==> run_1/metal_stack.png <==
Two of the layers only.
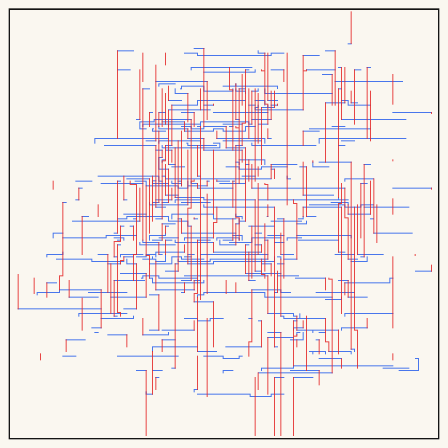
==> run_1/registers.png <==
Other sequential cells in the stronger gray, the rest of the logic in the fainter gray.
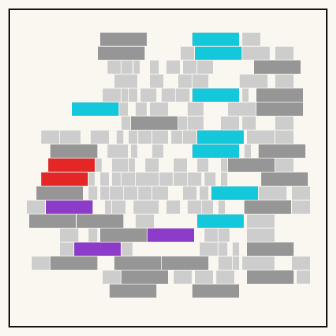
==> run_1/zoom.png <==
Window x 34 to 59, y 3 to 28 microns. Cells in gray, sequential cells in the stronger gray; small squares are vias.
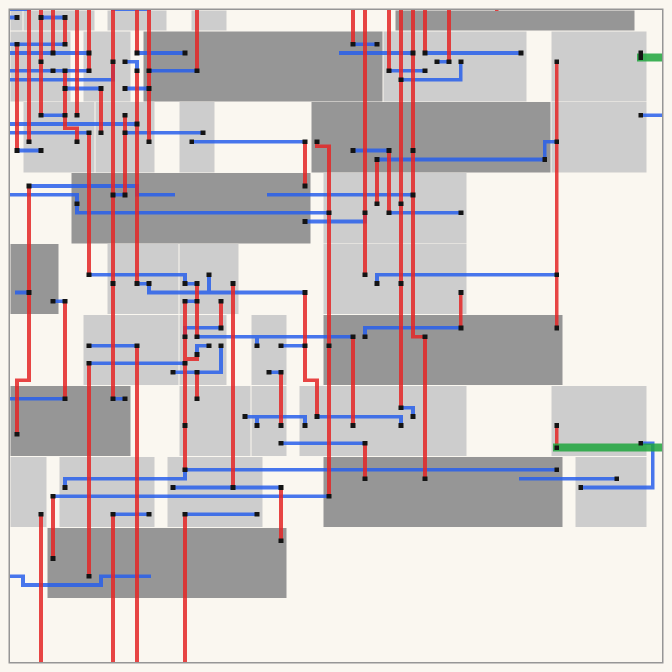
==> config.mk <==
export PLATFORM = sky130hd
export DESIGN_NAME = usrt_receiver_flat
export DESIGN_NICKNAME = d
export VERILOG_FILES = /design/src/rtl/usrt_receiver_pkg.sv /design/src/rtl/usrt_receiver_if.sv /design/src/rtl/usrt_rx_sync.sv /design/src/rtl/usrt_receiver.sv /design/src/flat_wrapper.sv
export SDC_FILE = /design/constraint.sdc
export NUM_CORES = 1
export LEC_CHECK = 0
export CAP_MARGIN = 20
export CORE_MARGIN = 3
export CORE_UTILIZATION = 51
export CTS_CLUSTER_DIAMETER = 60
export CTS_CLUSTER_SIZE = 14
export DETAILED_ROUTE_END_ITERATION = 10
export PLACE_DENSITY = 0.74
export REMOVE_ABC_BUFFERS = 1
export SYNTH_ARGS = -nofsm -noshare
export SYNTH_HDL_FRONTEND = slang
export SYNTH_SLANG_ARGS = --single-unit
==> constraint.sdc <==
create_clock -name clk -period 1.85 [get_ports clk]
set_clock_uncertainty 0.1 [all_clocks]
set_input_delay 0.2775 -clock clk [delete_from_list [all_inputs] [get_ports clk]]
set_output_delay 0.2775 -clock clk [all_outputs]
set_load 0.01 [all_outputs]
==> results.toml, run 1 <==
# generated from flow reports
[status]
outcome = "complete, no violations"

[floorplanning]
n_tap_cell = 31
initial_utilization = 0.550

[clock_network]
post-cts-setup-buffer-count = 0
tritoncts.num_buffers = 5

[critical_path]
timing.critical_path.slowest_cell_delay_ps = 550
r2r_setup_slk_ps = 250
cp_num_buf_inv = 1

[drt]
dr.first_iter.drc_count = 47

[global_route]
grt_antenna_before_repair = 0

[pwr]
combPwrFrac = 0.183

[synth]
ys.flop_type = "sky130_fd_sc_hd__dfrtp_1"
ys_top_logic_family = "simple AND/OR/NAND/NOR gates"
synthMuxAreaShare = 0.0806
synth.lib_cells_used.distinct = 39

[finish]
layout_cell_area_excl_fill_sq_um = 1810
n_sequential_cell = 36

[sta]
slew-limit-headroom = 0.699
min_period_ps = 1660

[flow_run]
warnings = 25
-- metal_stack.png (at the start) --
| color | layer | wire length |
|---|---|---|
| blue | met1 | 1190 microns |
| red | met2 | 1230 microns |
Global Route Usage Sum: 0.166
vias after detailed routing: 1018
routed wire length: 2.57 mm
average wire per cell in the routed design: 14.6 microns

-- registers.png (at the start) --
| color | netlist name | sequential cells |
|---|---|---|
| red | u_core.state | 2 |
| purple | u_core.u_sync.synced | 3 |
| cyan | u_core.shift | 8 |
not colored: 23
power dissipated in sequential cells: 1.01 mW
Final Util: 0.635
sequential cell area: 901 sq um

-- zoom.png (at the start) --
| color | layer |
|---|---|
| blue | met1 |
| red | met2 |
| green | met3 |
sequential cells in the window: 7
cells with their middle in the window: 29
most frequent: dfrtp_1 (7), clkdlybuf4s50_1 (6), mux2_4 (3)

run 1: routing by layer:
metal	up-vias	part of all wire	GRT usage
met5	-	0	0
met4	0	0.012	0.0636
met3	5	0.045	0.0566
met2	23	0.48	0.289
met1	500	0.46	0.187
li1	490	-	-
run 1: synth_stat cells (2+ instances only):
cell / n / area (sq um)
sky130_fd_sc_hd__dfrtp_1: 36 / 901
sky130_fd_sc_hd__nor3b_1: 3 / 22.5
sky130_fd_sc_hd__nand2b_1: 2 / 12.5
sky130_fd_sc_hd__o21ai_0: 5 / 25.0
sky130_fd_sc_hd__nand3_1: 3 / 15.0
sky130_fd_sc_hd__o211ai_1: 5 / 37.5
sky130_fd_sc_hd__a31oi_1: 2 / 12.5
sky130_fd_sc_hd__inv_1: 6 / 22.5
sky130_fd_sc_hd__a22o_1: 4 / 35.0
sky130_fd_sc_hd__nand2_1: 7 / 26.3
sky130_fd_sc_hd__a211oi_1: 3 / 22.5
sky130_fd_sc_hd__buf_2: 5 / 25.0
sky130_fd_sc_hd__o22ai_1: 3 / 18.8
sky130_fd_sc_hd__nor3_1: 3 / 15.0
sky130_fd_sc_hd__mux2_4: 7 / 105
sky130_fd_sc_hd__nor2b_1: 2 / 12.5
sky130_fd_sc_hd__nand3b_1: 6 / 45.0
run 1: metrics by stage:
stage / hold slack (ps) / power (mW) / utilization / instances
6_report: 255 / 1.69 / 0.635 / 176
5_1_grt: 260 / 1.80 / 0.635 / 176
2_1_floorplan: -118 / 1.21 / - / 117
4_1_cts: 252 / 1.71 / 0.635 / 176
3_3_place_gp: 233 / 1.32 / 0.619 / 169
3_5_place_dp: 238 / 1.34 / 0.619 / 169
==> run 1 -> run 2 <==
--- a/config.mk
+++ b/config.mk
@@ -6,12 +6,14 @@
 export NUM_CORES = 1
 export LEC_CHECK = 0
 export CAP_MARGIN = 20
+export CELL_PAD_IN_SITES_DETAIL_PLACEMENT = 1
+export CELL_PAD_IN_SITES_GLOBAL_PLACEMENT = 2
 export CORE_MARGIN = 3
-export CORE_UTILIZATION = 51
+export CORE_UTILIZATION = 37
 export CTS_CLUSTER_DIAMETER = 60
 export CTS_CLUSTER_SIZE = 14
 export DETAILED_ROUTE_END_ITERATION = 10
-export PLACE_DENSITY = 0.74
+export PLACE_DENSITY = 0.78
 export REMOVE_ABC_BUFFERS = 1
 export SYNTH_ARGS = -nofsm -noshare
 export SYNTH_HDL_FRONTEND = slang
==> run 2 against run 1 <==
Compared with the run above:
- final area grew 3.3%
- synthesized area is the same
- clock-buffer cell count grew 2
- clock power grew 52%
- sequential cell count is the same
- critical path depth grew 2
- routed wire length grew 28%
- via count grew 1.3%
- utilization shrank 17 points
- worst hold slack lost 6.6 ps
- non-clock buffer count shrank 1
- largest power group unchanged
- highest routed layer unchanged
==> results.toml, run 2 <==
# generated from flow reports
[synth]
yosysTopAreaCellShare = 0.575
synthMuxAreaShare = 0.0806
synthTopCellsByCount = "sky130_fd_sc_hd__dfrtp_1, sky130_fd_sc_hd__mux2_4, sky130_fd_sc_hd__nand2_1"
ys.flop_type = "sky130_fd_sc_hd__dfrtp_1"
largest_area_cell = "sky130_fd_sc_hd__dfrtp_1"
synth.lib_cells_used.distinct = 39
netlist_top_cells_area = "sky130_fd_sc_hd__dfrtp_1, sky130_fd_sc_hd__mux2_4, sky130_fd_sc_hd__nand3b_1"
yosysMostFrequentCell = "sky130_fd_sc_hd__dfrtp_1"

[global_route]
grt_antenna_before_repair = 0

[clock_network]
post-cts-setup-buffer-count = 0

[critical_path]
r2r_setup_slk_ps = 210
timing.critical_path.slowest_cell_delay_ps = 570

[floorplanning]
initial_utilization = 0.386

[flow_run]
warnings = 25

[drt]
detailroute.via_count = 1031
finalWirelength_mm = 3.28
dr.first_iter.drc_count = 71

[sta]
min_period_ps = 1640
slew-limit-headroom = 0.681

[status]
outcome = "complete, no violations"

[finish]
layout_cell_area_excl_fill_sq_um = 1870
==> run 2: cell counts after synthesis <==
Identical to the previous run, type by type.
==> run 2: report_power, final <==
group	internal [mW]	switching, mW	leakage, nW
logic	0.161	0.168	0.306
registers	0.885	0.134	0.459
clock network	0.303	0.254	0.0455
==> run 2: area by class of cell <==
cell class | instances | area [sq um] | area share
Clock buffer | 8 | 90.1 | 0.0481
Inverter | 6 | 22.5 | 0.0120
Multi-Input combinational cell | 75 | 601 | 0.321
Sequential cell | 36 | 901 | 0.481
Tap cell | 50 | 62.6 | 0.0334
Timing Repair Buffer | 20 | 195 | 0.104
==> run 2: critical path, delay by kind of cell, from the launching register on <==
| kind | cells | cell delay [ps] |
|---|---|---|
| DFF | 1 | 570 |
| AOI/OAI and AO/OA | 1 | 290 |
| and+or+nand+nor | 2 | 570 |
==> run 2: kinds of logic (layout without fill, tap and decap cells) <==
| group | Yosys count | in the layout |
|---|---|---|
| and+or+nand+nor | 37 | 37 |
| buffers and inverters | 13 | 34 |
| adders and majority gates | 1 | 1 |
| xor gates and xnor gates | 1 | 1 |
| DFF | 36 | 36 |
| muxes | 9 | 9 |
| AOI/OAI and AO/OA | 27 | 27 |
==> run 2: metrics by stage <==
stage	hold slack (ps)	utilization	worst slack (ps)	total power, mW
3_3_place_gp	233	0.439	174	1.33
4_1_cts	252	0.461	207	1.93
3_5_place_dp	236	0.439	142	1.37
2_1_floorplan	-118	-	298	1.21
6_report	249	0.461	207	1.91
5_1_grt	265	0.461	132	2.02
==> run 2: per-layer routing <==
metal / GRT usage / share of wire / routed length [microns] / vias up
met2: 0.251 / 0.52 / 1720 / 18
met1: 0.171 / 0.43 / 1410 / 522
met3: 0.0398 / 0.033 / 108 / 4
met4: 0.0647 / 0.012 / 40 / 0
li1: - / - / - / 487
met5: 0 / 0 / 0 / -
==> run_2/pdn.png <==
The bar under the picture is 20 microns long. Pins as bars on the die edge. Tap cells in gray.
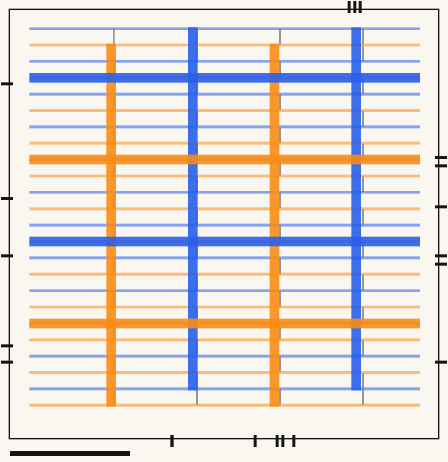
| color | net |
|---|---|
| orange | VSS |
| blue | VDD |
tap cells: 50
signal pins: 19
placeable core region: 4060 sq um
Die Height: 71.1 microns

==> run_2/final_congestion.png <==
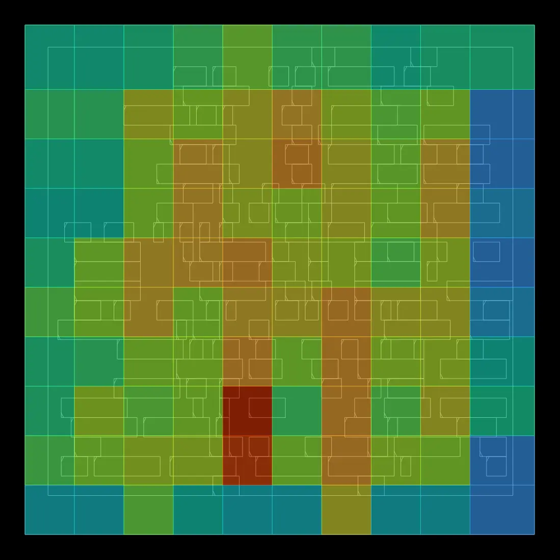
average wire per cell in the routed design: 16.8 microns
met2 capacity usage during global routing: 0.251
Global Route Usage Sum: 0.146
most used routing layer in global routing: met2
met3 Track Usage GR: 0.0398

No activity file was given, so power comes from the tool's default toggle rates.
